===== src/rtl/fifo_tx_pkg.sv =====
// Shared definitions for the FIFO serial transmitter.
//   - FSM state encoding (3-bit) and its enumerated type
//   - Line levels for the start bit, the stop bit and the idle line
package fifo_tx_pkg;

  localparam logic [2:0] S_IDLE  = 3'd0;
  localparam logic [2:0] S_POP   = 3'd1;
  localparam logic [2:0] S_LOAD  = 3'd2;
  localparam logic [2:0] S_START = 3'd3;
  localparam logic [2:0] S_DATA  = 3'd4;
  localparam logic [2:0] S_STOP  = 3'd5;

  typedef enum logic [2:0] {
    ST_IDLE  = S_IDLE,
    ST_POP   = S_POP,
    ST_LOAD  = S_LOAD,
    ST_START = S_START,
    ST_DATA  = S_DATA,
    ST_STOP  = S_STOP
  } tx_state_e;

  localparam logic START_LEVEL = 1'b0;
  localparam logic STOP_LEVEL  = 1'b1;
  localparam logic IDLE_LEVEL  = 1'b1;

endpackage


===== src/rtl/fifo_serial_tx_bit_timer.sv =====
// bit_timer: counts clock cycles within one serial bit.
//   clk    in  clock, rising edge
//   rst_n  in  asynchronous active-low reset
//   clear  in  force the count back to 0 on the next edge
//   tick   out high in the last cycle of a bit (count = CLKS_PER_BIT-1)
// The count wraps to 0 after each tick, so it never overflows.
module bit_timer #(
  parameter int CLKS_PER_BIT = 4,
  parameter int CNT_WIDTH    = 8
) (
  input  logic clk,
  input  logic rst_n,
  input  logic clear,
  output logic tick
);

  logic [CNT_WIDTH-1:0] count_reg;

  assign tick = (count_reg == CNT_WIDTH'(CLKS_PER_BIT - 1));

  always_ff @(posedge clk or negedge rst_n) begin
    if (!rst_n) begin
      count_reg <= '0;
    end else if (clear || tick) begin
      count_reg <= '0;
    end else begin
      count_reg <= count_reg + 1'b1;
    end
  end

endmodule


===== src/rtl/fifo_serial_tx.sv =====
// fifo_serial_tx: pops words from a synchronous FIFO read port and sends
// each one as an asynchronous serial frame: start bit (0), FIFO_WIDTH data
// bits LSB first, stop bit (1).
//   clk        in  clock, rising edge
//   rst_n      in  asynchronous active-low reset
//   tx_en      in  permits starting new frames (sampled only while idle)
//   empty      in  FIFO empty flag
//   rd_data    in  FIFO read data, valid the cycle after an accepted pop
//   rd_ena     out FIFO pop request (one cycle, in POP only)
//   tx         out serial line, idles high
//   busy       out high in every state except IDLE
//   frame_done out one-cycle pulse in the first IDLE cycle after a stop bit
module fifo_serial_tx
  import fifo_tx_pkg::*;
#(
  parameter int FIFO_WIDTH   = 4,
  parameter int CLKS_PER_BIT = 4,
  parameter int CNT_WIDTH    = 8
) (
  input  logic                  clk,
  input  logic                  rst_n,
  input  logic                  tx_en,
  input  logic                  empty,
  input  logic [FIFO_WIDTH-1:0] rd_data,
  output logic                  rd_ena,
  output logic                  tx,
  output logic                  busy,
  output logic                  frame_done
);

  localparam int IDX_W = $clog2(FIFO_WIDTH) + 1;

  tx_state_e             state_reg;
  logic [FIFO_WIDTH-1:0] shift_reg;
  logic [FIFO_WIDTH-1:0] shift_next;
  logic [IDX_W-1:0]      bit_idx_reg;
  logic                  tx_reg;
  logic                  busy_reg;
  logic                  rd_ena_reg;
  logic                  frame_done_reg;
  logic                  timer_clear;
  logic                  tick;

  // The timer only runs while a bit is on the line; holding it clear
  // everywhere else guarantees a full-length start bit after LOAD.
  assign timer_clear = !(state_reg inside {ST_START, ST_DATA, ST_STOP});
  assign shift_next  = shift_reg >> 1;

  bit_timer #(
    .CLKS_PER_BIT(CLKS_PER_BIT),
    .CNT_WIDTH   (CNT_WIDTH)
  ) u_bit_timer (
    .clk  (clk),
    .rst_n(rst_n),
    .clear(timer_clear),
    .tick (tick)
  );

  // Outputs are registered: each transition also loads the output values
  // that belong to the state being entered.
  always_ff @(posedge clk or negedge rst_n) begin
    if (!rst_n) begin
      state_reg      <= ST_IDLE;
      shift_reg      <= '0;
      bit_idx_reg    <= '0;
      tx_reg         <= IDLE_LEVEL;
      busy_reg       <= 1'b0;
      rd_ena_reg     <= 1'b0;
      frame_done_reg <= 1'b0;
    end else begin
      frame_done_reg <= 1'b0;
      rd_ena_reg     <= 1'b0;
      case (state_reg)
        ST_IDLE: begin
          if (tx_en && !empty) begin
            state_reg  <= ST_POP;
            rd_ena_reg <= 1'b1;
            busy_reg   <= 1'b1;
          end
        end
        ST_POP: begin
          // The pop is only honoured by the FIFO if it was non-empty.
          if (empty) begin
            state_reg <= ST_IDLE;
            busy_reg  <= 1'b0;
          end else begin
            state_reg <= ST_LOAD;
          end
        end
        ST_LOAD: begin
          shift_reg   <= rd_data;
          bit_idx_reg <= '0;
          tx_reg      <= START_LEVEL;
          state_reg   <= ST_START;
        end
        ST_START: begin
          if (tick) begin
            state_reg <= ST_DATA;
            tx_reg    <= shift_reg[0];
          end
        end
        ST_DATA: begin
          if (tick) begin
            shift_reg   <= shift_next;
            bit_idx_reg <= bit_idx_reg + 1'b1;
            if (bit_idx_reg == IDX_W'(FIFO_WIDTH - 1)) begin
              state_reg <= ST_STOP;
              tx_reg    <= STOP_LEVEL;
            end else begin
              tx_reg <= shift_next[0];
            end
          end
        end
        ST_STOP: begin
          if (tick) begin
            state_reg      <= ST_IDLE;
            tx_reg         <= IDLE_LEVEL;
            busy_reg       <= 1'b0;
            frame_done_reg <= 1'b1;
          end
        end
        default: begin
          state_reg <= ST_IDLE;
          tx_reg    <= IDLE_LEVEL;
          busy_reg  <= 1'b0;
        end
      endcase
    end
  end

  assign rd_ena     = rd_ena_reg;
  assign tx         = tx_reg;
  assign busy       = busy_reg;
  assign frame_done = frame_done_reg;

endmodule


===== config.mk =====
export PLATFORM = sky130hd
export DESIGN_NAME = fifo_serial_tx
export DESIGN_NICKNAME = d
export VERILOG_FILES = /design/src/rtl/fifo_tx_pkg.sv /design/src/rtl/fifo_serial_tx_bit_timer.sv /design/src/rtl/fifo_serial_tx.sv
export SDC_FILE = /design/constraint.sdc
export NUM_CORES = 1
export LEC_CHECK = 0
export ABC_AREA = 1
export CAP_MARGIN = 5
export CELL_PAD_IN_SITES_DETAIL_PLACEMENT = 2
export CELL_PAD_IN_SITES_GLOBAL_PLACEMENT = 2
export CORE_ASPECT_RATIO = 0.7
export CORE_MARGIN = 2
export CORE_UTILIZATION = 34
export CTS_CLUSTER_DIAMETER = 30
export DETAILED_ROUTE_END_ITERATION = 12
export HOLD_SLACK_MARGIN = 0.12
export PLACE_DENSITY = 0.81
export REMOVE_ABC_BUFFERS = 1
export SLEW_MARGIN = 20
export SYNTH_ARGS = -nofsm -noshare
export SYNTH_HDL_FRONTEND = slang
export SYNTH_SLANG_ARGS = --single-unit

===== constraint.sdc =====
create_clock -name clk -period 4.15 [get_ports clk]
set_input_delay 0.6225 -clock clk [delete_from_list [all_inputs] [get_ports clk]]
set_output_delay 0.6225 -clock clk [all_outputs]
set_load 0.02 [all_outputs]

==> images/m3.png <==
Drawn at 4 px/um.
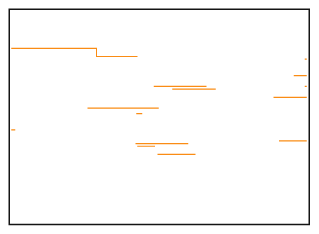
wire length on this layer = 121 um
main direction = horizontal
share of all routed wire = 3.8%
longest straight run = 21.2 um
nets with wire on the layer = 12

==> images/m2.png <==
Drawn at 4 px/um. Cells faint in the background.
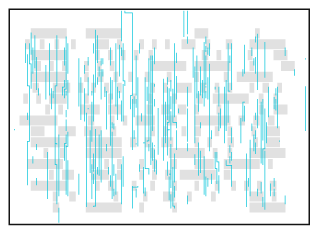
longest straight run = 27.2 um
main direction = vertical

==> images/placed.png <==
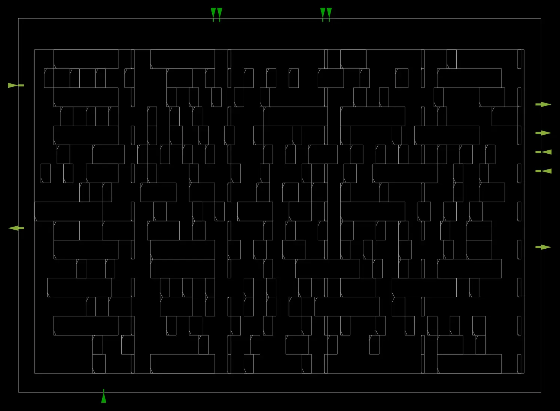
number of fillers in the final layout: 381
Core Area: 0.00323 mm^2
Well Taps: 47
Seq cells: 22

==> CHANGELOG.md <==
### Implementation results

- Gr usage total: 19.6%
- Synth top cells by count: 54 x nand2_1, 21 x dfrtp_1, 21 x inv_1, 20 x nor2_1, 11 x nand3_1
- Crit path depth: 1
- Buf+Inv Stages, Crit Path: 1
- Final Max Slew Viols: 0
- FP Util: 36.7%
- Tcrit/Tclk final: 48.6%
- DRT met1 WL: 1.53 mm
- Tool warnings: 25
- Area growth syn-to-layout: 15.6%
- CP peak stage delay: 0.60 ns
- Worst endpoint required time: 3.53 ns
- TritonCTS clock tree: built
- Crit Path Max Fanout: 2
- Bufs w/o clock: 11
- Top area contributor share: 44.3%
- Latency at later pin: 0.26 ns
- R2R setup slack: 2.31 ns
- # clk buffers: 4
- Post-layout instance area: 0.00137 mm^2
- Placed cells: 213
- Slowest-stage cell, CP: clkdlybuf4s50_1
- Adder share: 3.16%
- Placement Setup Slack: 2.24 ns
- Top FF cell, synth: dfrtp_1
- CTS resizes: 0
- DR WL met2: 1.52 mm
- Slew HR: 61.3%
- Netlist Area Pre-Place: 0.00119 mm^2
- Count of final setup violators: 0
- Status: completed
- Final Power: 0.780 mW
- WL/cell: 14.7 um
- Final RePlAce weighted congestion: 0.772
- Htree depth: 1
- Yosys aoi share: 5.27%
- Most common cell in the synthesized netlist: nand2_1
- Cell type with the largest total area: dfrtp_1
- CP endpoint: tx
- First-pass GRT wire length: 5.63 mm
- Util after Layout: 42.5%
- CTS Buf Count: 3
- # diodes: 0
- GRT met2 Usage: 32.2%
- RSZ-0062 raised after global routing: no
- Sequential power: 0.328 mW
- Synthesized instance count: 158
- Clock Pin Slew Worst Setup and Hold Paths: 0.08 ns
- Worst Tran Pin Value: 0.581 ns
- Dpl cell area: 0.00133 mm^2
- Comb area leader: simple AND/OR/NAND/NOR gates
- PD cells: 568 mW/mm^2
- Finished Layout Cells: 217
- Met3 Usage GRT: 4.57%
- Seq/Total Area, Yosys: 46.5%
- Switching component of the power: 0.335 mW
- GRT overflow: 0
- Via count: 1,048
- Clk_skew: 0.00867 ns
- Die Size: 0.00399 mm^2
- Met3 routed WL: 120 um
- Maximum VDD drop: 0.000269 V
- Type of the worst min-delay path: primary input to asynchronous set/reset pin
- DRC: 0
- ClkCell Share: 3.28%
- Post-CTS repair timing setup buffer count: 0
- Startpoint Class: register
- R2R Path End: state_reg[2]
- Most used routing layer: met2
- Via/cell ratio: 4.83
- Multiplexer share: 0%
- Layout cell share with drive strength beyond 1: 8.24%
No activity file was given, so power comes from the tool's default toggle rates.
